## config.mk

```make
export PLATFORM = sky130hd
export DESIGN_NAME = led_driver_flat
export DESIGN_NICKNAME = d
export VERILOG_FILES = /design/src/rtl/led_driver_pkg.sv /design/src/rtl/led_driver_if.sv /design/src/rtl/led_driver_bcd_to_seg.sv /design/src/rtl/led_driver.sv /design/src/flat_wrapper.sv
export SDC_FILE = /design/constraint.sdc
export NUM_CORES = 1
export LEC_CHECK = 0
export CORE_ASPECT_RATIO = 2
export CORE_MARGIN = 10
export CORE_UTILIZATION = 57
export DETAILED_ROUTE_END_ITERATION = 12
export PLACE_DENSITY = 0.86
export SYNTH_ARGS = -nofsm -noshare
export SYNTH_HDL_FRONTEND = slang
export SYNTH_SLANG_ARGS = --single-unit
```

## constraint.sdc

```tcl
create_clock -name clk -period 7.08 [get_ports clk]
set_input_delay 1.416 -clock clk [delete_from_list [all_inputs] [get_ports clk]]
set_output_delay 1.416 -clock clk [all_outputs]
set_load 0.02 [all_outputs]
```

## src/rtl/led_driver_pkg.sv

```systemverilog
// led_driver_pkg: shared definitions for the seven-segment scan driver.
// Holds the active-low segment patterns, the one-cold anode enables, the
// cathode_n bit-order definition and a helper mapping a digit select to its
// anode enable.
package led_driver_pkg;

  // cathode_n bit order: bit 7 is the decimal point, bits 6..0 are g..a.
  typedef struct packed {
    logic       dp;
    logic [6:0] seg;  // {g,f,e,d,c,b,a}, active-low
  } cathode_t;

  localparam int  CATH_DP_BIT = 7;
  localparam logic DP_OFF     = 1'b1;

  // Active-low segment patterns {g,f,e,d,c,b,a}.
  localparam logic [6:0] SEG_0     = 7'b1000000;
  localparam logic [6:0] SEG_1     = 7'b1111001;
  localparam logic [6:0] SEG_2     = 7'b0100100;
  localparam logic [6:0] SEG_3     = 7'b0110000;
  localparam logic [6:0] SEG_4     = 7'b0011001;
  localparam logic [6:0] SEG_5     = 7'b0010010;
  localparam logic [6:0] SEG_6     = 7'b0000010;
  localparam logic [6:0] SEG_7     = 7'b1111000;
  localparam logic [6:0] SEG_8     = 7'b0000000;
  localparam logic [6:0] SEG_9     = 7'b0010000;
  localparam logic [6:0] SEG_BLANK = 7'b1111111;

  // One-cold anode enables, digit 0 is the rightmost.
  localparam logic [3:0] ANODE_D0  = 4'b1110;
  localparam logic [3:0] ANODE_D1  = 4'b1101;
  localparam logic [3:0] ANODE_D2  = 4'b1011;
  localparam logic [3:0] ANODE_D3  = 4'b0111;
  localparam logic [3:0] ANODE_OFF = 4'b1111;

  localparam logic [7:0] CATHODE_OFF = 8'hFF;

  function automatic logic [3:0] anode_for_sel(input logic [1:0] sel);
    logic [3:0] an;
    case (sel)
      2'd0:    an = ANODE_D0;
      2'd1:    an = ANODE_D1;
      2'd2:    an = ANODE_D2;
      2'd3:    an = ANODE_D3;
      default: an = ANODE_OFF;
    endcase
    return an;
  endfunction

endpackage

```

## src/rtl/led_driver_if.sv

```systemverilog
// led_driver_if: display-side bundle of the seven-segment driver.
//   bcd_ip    [15:0] packed BCD value, digit 0 in [3:0]
//   anode_n   [3:0]  active-low digit enables
//   cathode_n [7:0]  active-low segments, {dp,g,f,e,d,c,b,a}
// master: value producer / display observer; slave: the driver itself.
interface led_driver_if;
  logic [15:0] bcd_ip;
  logic [3:0]  anode_n;
  logic [7:0]  cathode_n;

  modport master (output bcd_ip, input anode_n, input cathode_n);
  modport slave  (input bcd_ip, output anode_n, output cathode_n);
endinterface

```

## src/rtl/led_driver_bcd_to_seg.sv

```systemverilog
// bcd_to_seg: combinational BCD digit to active-low seven-segment decoder.
//   bcd_i   [3:0] BCD digit; 10..15 decode to blank
//   seg_n_o [6:0] active-low segments {g,f,e,d,c,b,a}
module bcd_to_seg
  import led_driver_pkg::*;
(
  input  logic [3:0] bcd_i,
  output logic [6:0] seg_n_o
);

  // Segment lookup; non-BCD codes show nothing rather than garbage.
  always_comb begin
    seg_n_o = SEG_BLANK;
    case (bcd_i)
      4'd0:    seg_n_o = SEG_0;
      4'd1:    seg_n_o = SEG_1;
      4'd2:    seg_n_o = SEG_2;
      4'd3:    seg_n_o = SEG_3;
      4'd4:    seg_n_o = SEG_4;
      4'd5:    seg_n_o = SEG_5;
      4'd6:    seg_n_o = SEG_6;
      4'd7:    seg_n_o = SEG_7;
      4'd8:    seg_n_o = SEG_8;
      4'd9:    seg_n_o = SEG_9;
      default: seg_n_o = SEG_BLANK;
    endcase
  end

endmodule

```

## src/rtl/led_driver.sv

```systemverilog
// led_driver: multiplexed driver for a 4-digit common-anode seven-segment
// display. Scans digits 0,1,2,3 holding each for DIGIT_CYCLES clocks.
//   clk        system clock, rising edge
//   reset      asynchronous, active-high; display dark while asserted
//   bus.bcd_ip    packed BCD input, sampled every clock
//   bus.anode_n   registered active-low digit enable (one-cold)
//   bus.cathode_n registered active-low segments, dp always off
module led_driver
  import led_driver_pkg::*;
#(
  parameter int CLK_FREQ_HZ  = 100_000_000,
  parameter int DIGIT_CYCLES = 100_000
) (
  input  logic clk,
  input  logic reset,
  led_driver_if.slave bus
);

  localparam int CNT_W = (DIGIT_CYCLES > 1) ? $clog2(DIGIT_CYCLES) : 1;
  localparam logic [CNT_W-1:0] CNT_LAST = CNT_W'(DIGIT_CYCLES - 1);
  localparam logic [CNT_W-1:0] CNT_ONE  = CNT_W'(1);

  if (CLK_FREQ_HZ <= 0 || DIGIT_CYCLES < 2 || DIGIT_CYCLES > 16777216) begin : g_param_check
    $error("led_driver: CLK_FREQ_HZ must be positive and DIGIT_CYCLES in 2..2^24");
  end

  logic [CNT_W-1:0] cnt_q, cnt_d;
  logic [1:0]       sel_q, sel_d;
  logic             run_q, run_d;
  logic [3:0]       anode_q, anode_d;
  logic [7:0]       cathode_q, cathode_d;
  logic [3:0]       nibble_s;
  logic [6:0]       seg_n_s;
  cathode_t         cath_s;

  // Dwell counter and digit select. The first edge after reset only lights
  // digit 0 without advancing the counter, so digit 0 gets a full dwell too.
  always_comb begin
    cnt_d = cnt_q;
    sel_d = sel_q;
    run_d = 1'b1;
    if (!run_q) begin
      cnt_d = '0;
      sel_d = 2'd0;
    end else if (cnt_q == CNT_LAST) begin
      cnt_d = '0;
      sel_d = sel_q + 2'd1;
    end else begin
      cnt_d = cnt_q + CNT_ONE;
    end
  end

  // Nibble mux driven by the next select so anode and segments move together.
  always_comb begin
    nibble_s = 4'h0;
    case (sel_d)
      2'd0:    nibble_s = bus.bcd_ip[3:0];
      2'd1:    nibble_s = bus.bcd_ip[7:4];
      2'd2:    nibble_s = bus.bcd_ip[11:8];
      2'd3:    nibble_s = bus.bcd_ip[15:12];
      default: nibble_s = 4'h0;
    endcase
  end

  bcd_to_seg u_dec (
    .bcd_i   (nibble_s),
    .seg_n_o (seg_n_s)
  );

  // Assemble output next-state.
  always_comb begin
    cath_s.dp  = DP_OFF;
    cath_s.seg = seg_n_s;
    anode_d    = anode_for_sel(sel_d);
    cathode_d  = cath_s;
  end

  // State and output registers; reset blanks the display immediately.
  always_ff @(posedge clk or posedge reset) begin
    if (reset) begin
      cnt_q     <= '0;
      sel_q     <= 2'd0;
      run_q     <= 1'b0;
      anode_q   <= ANODE_OFF;
      cathode_q <= CATHODE_OFF;
    end else begin
      cnt_q     <= cnt_d;
      sel_q     <= sel_d;
      run_q     <= run_d;
      anode_q   <= anode_d;
      cathode_q <= cathode_d;
    end
  end

  assign bus.anode_n   = anode_q;
  assign bus.cathode_n = cathode_q;

endmodule

```

## src/flat_wrapper.sv

```systemverilog
// flat-port wrapper written by rule: the top's interface ports become plain ports
module led_driver_flat import led_driver_pkg::*;
#(
  parameter int CLK_FREQ_HZ  = 100_000_000,
  parameter int DIGIT_CYCLES = 100_000
)
  (clk, reset, bus_bcd_ip, bus_anode_n, bus_cathode_n);
  led_driver_if bus_i ();
  input  logic clk;
  input  logic reset;
  input wire logic [$bits(bus_i.bcd_ip)-1:0] bus_bcd_ip;
  output wire logic [$bits(bus_i.anode_n)-1:0] bus_anode_n;
  output wire logic [$bits(bus_i.cathode_n)-1:0] bus_cathode_n;
  assign bus_i.bcd_ip = bus_bcd_ip;
  assign bus_anode_n = bus_i.anode_n;
  assign bus_cathode_n = bus_i.cathode_n;
  led_driver #(.CLK_FREQ_HZ(CLK_FREQ_HZ), .DIGIT_CYCLES(DIGIT_CYCLES)) u_core (.clk(clk), .reset(reset), .bus(bus_i));
endmodule
```

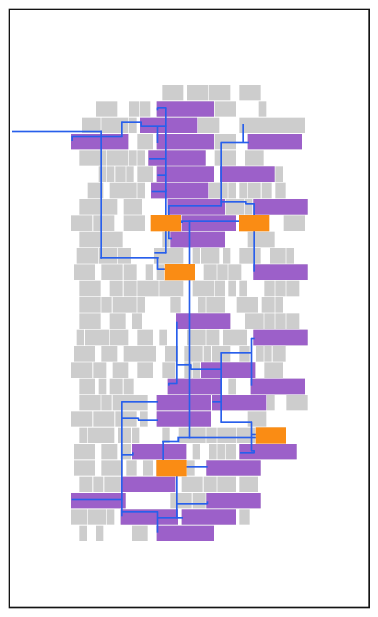
Figure 1: clock distribution.
(6 px per µm)
[orange] cells driving clock nets | count: 5
[blue] clock wires | length: 370 µm
[purple] flip-flops | count: 31
routed clock nets	6
Clock group: 0.178 mW
clk_skew: 0.00565 ns
clk latency late pin: 0.28 ns
Clock power frac: 43.1%

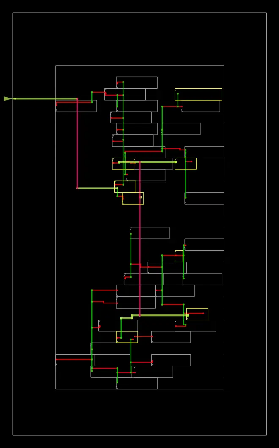
Figure 2: clock wiring as the flow saved it.
CTS Buf Count: 5
Clock Buffer Count: 6

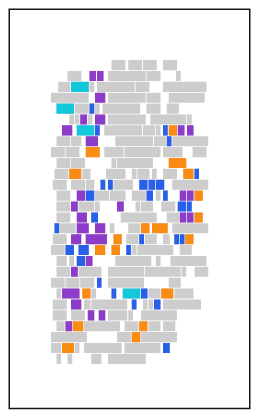
Figure 3: gate-type map.
(4 px per µm)
colour	family	cells	most used
orange	AND and OR gates	19	and2_1
cyan	adder and majority cells	4	ha_1
purple	inverting AOI/OAI gates	28	o21ai_0
blue	NAND gates	30	nand2_1

==> GITHUB_STEP_SUMMARY <==
### Metrics collected by this job

| Metric | Value |
|---|---|
| Status | `finished, final reports clean` |
| # DRC | `0` |
| Syn Inst Count | `about 190` |
| Simple Share, Synth | `around a quarter` |
| Flop pwr share | `a little under half` |
| Via/cell ratio | `slightly below 6` |
| FP Core Util | `about three fifths` |
| Register area share after synthesis | `between 40 and 50%` |
| Commonest Layout Cell | `clkdlybuf4s50_1` |
| Top post-synthesis cells by count | `20 x dfrtp_1, 17 x nand2_1, 17 x nor2_1` |
| Cts hold-fix bufs | `0` |
| Worst R2R Setup Slack | `around 4.3 ns` |
| Power density over the cells | `190 nW/µm²` |
| Netlist Area Pre-Place | `around 1800 µm²` |
| Initial antenna violation count | `0` |
| Max reg flops | `17` |
| Sw frac | `22.1%` |
| Max Clock Freq | `~290 MHz` |
| Clock-cell share | `5.40%` |
| Cell taking the most area after synthesis | `dfrtp_1` |
| Clock-pin slew on the worst setup and hold paths | `0.07 ns` |
| Worst Hold Depth | `1` |
| Port Buffers | `28` |
| Io pins | `30` |
| Cell area after layout | `~2200 µm²` |
| Largest net degree at the start of global routing | `32` |
| CP arrival | `3.66 ns` |
| CP cell instances | `clkdlybuf4s50_1 > mux2_2 > nand2_1 > o211ai_1 > o221ai_1 > or4b_1 > o211ai_1` |
| Post-DRT Antenna Nets | `0` |
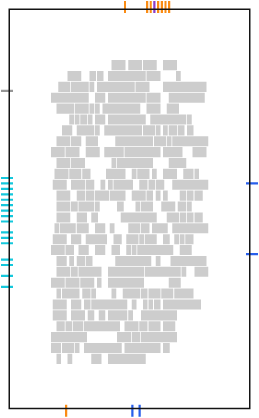
Figure 4: pin map.
(4 px per µm) Pins as bars across the die edge, other pins in grey.
colour	port	pins	direction	edge
orange	`bus_cathode_n`	8	output	7 top, 1 bottom
blue	`bus_anode_n`	4	output	2 right, 2 bottom
cyan	`bus_bcd_ip`	16	input	left
purple	`reset`	1	input	top

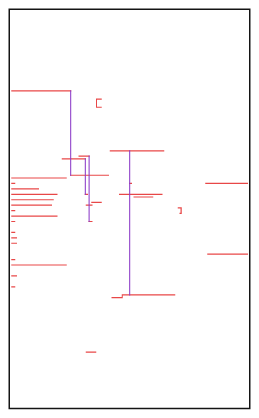
Figure 5: metal layers overlaid.
(4 px per µm) Two of the layers only.
colour	layer	wire length
red	met3	195 µm
purple	met4	82.3 µm
Post-Route WL: 3.97 mm
aggregate global-route resource usage: 13.8%
WL per Instance: 16.4 µm
Via Count: 1437

Power is estimated from default activity; no workload was simulated.
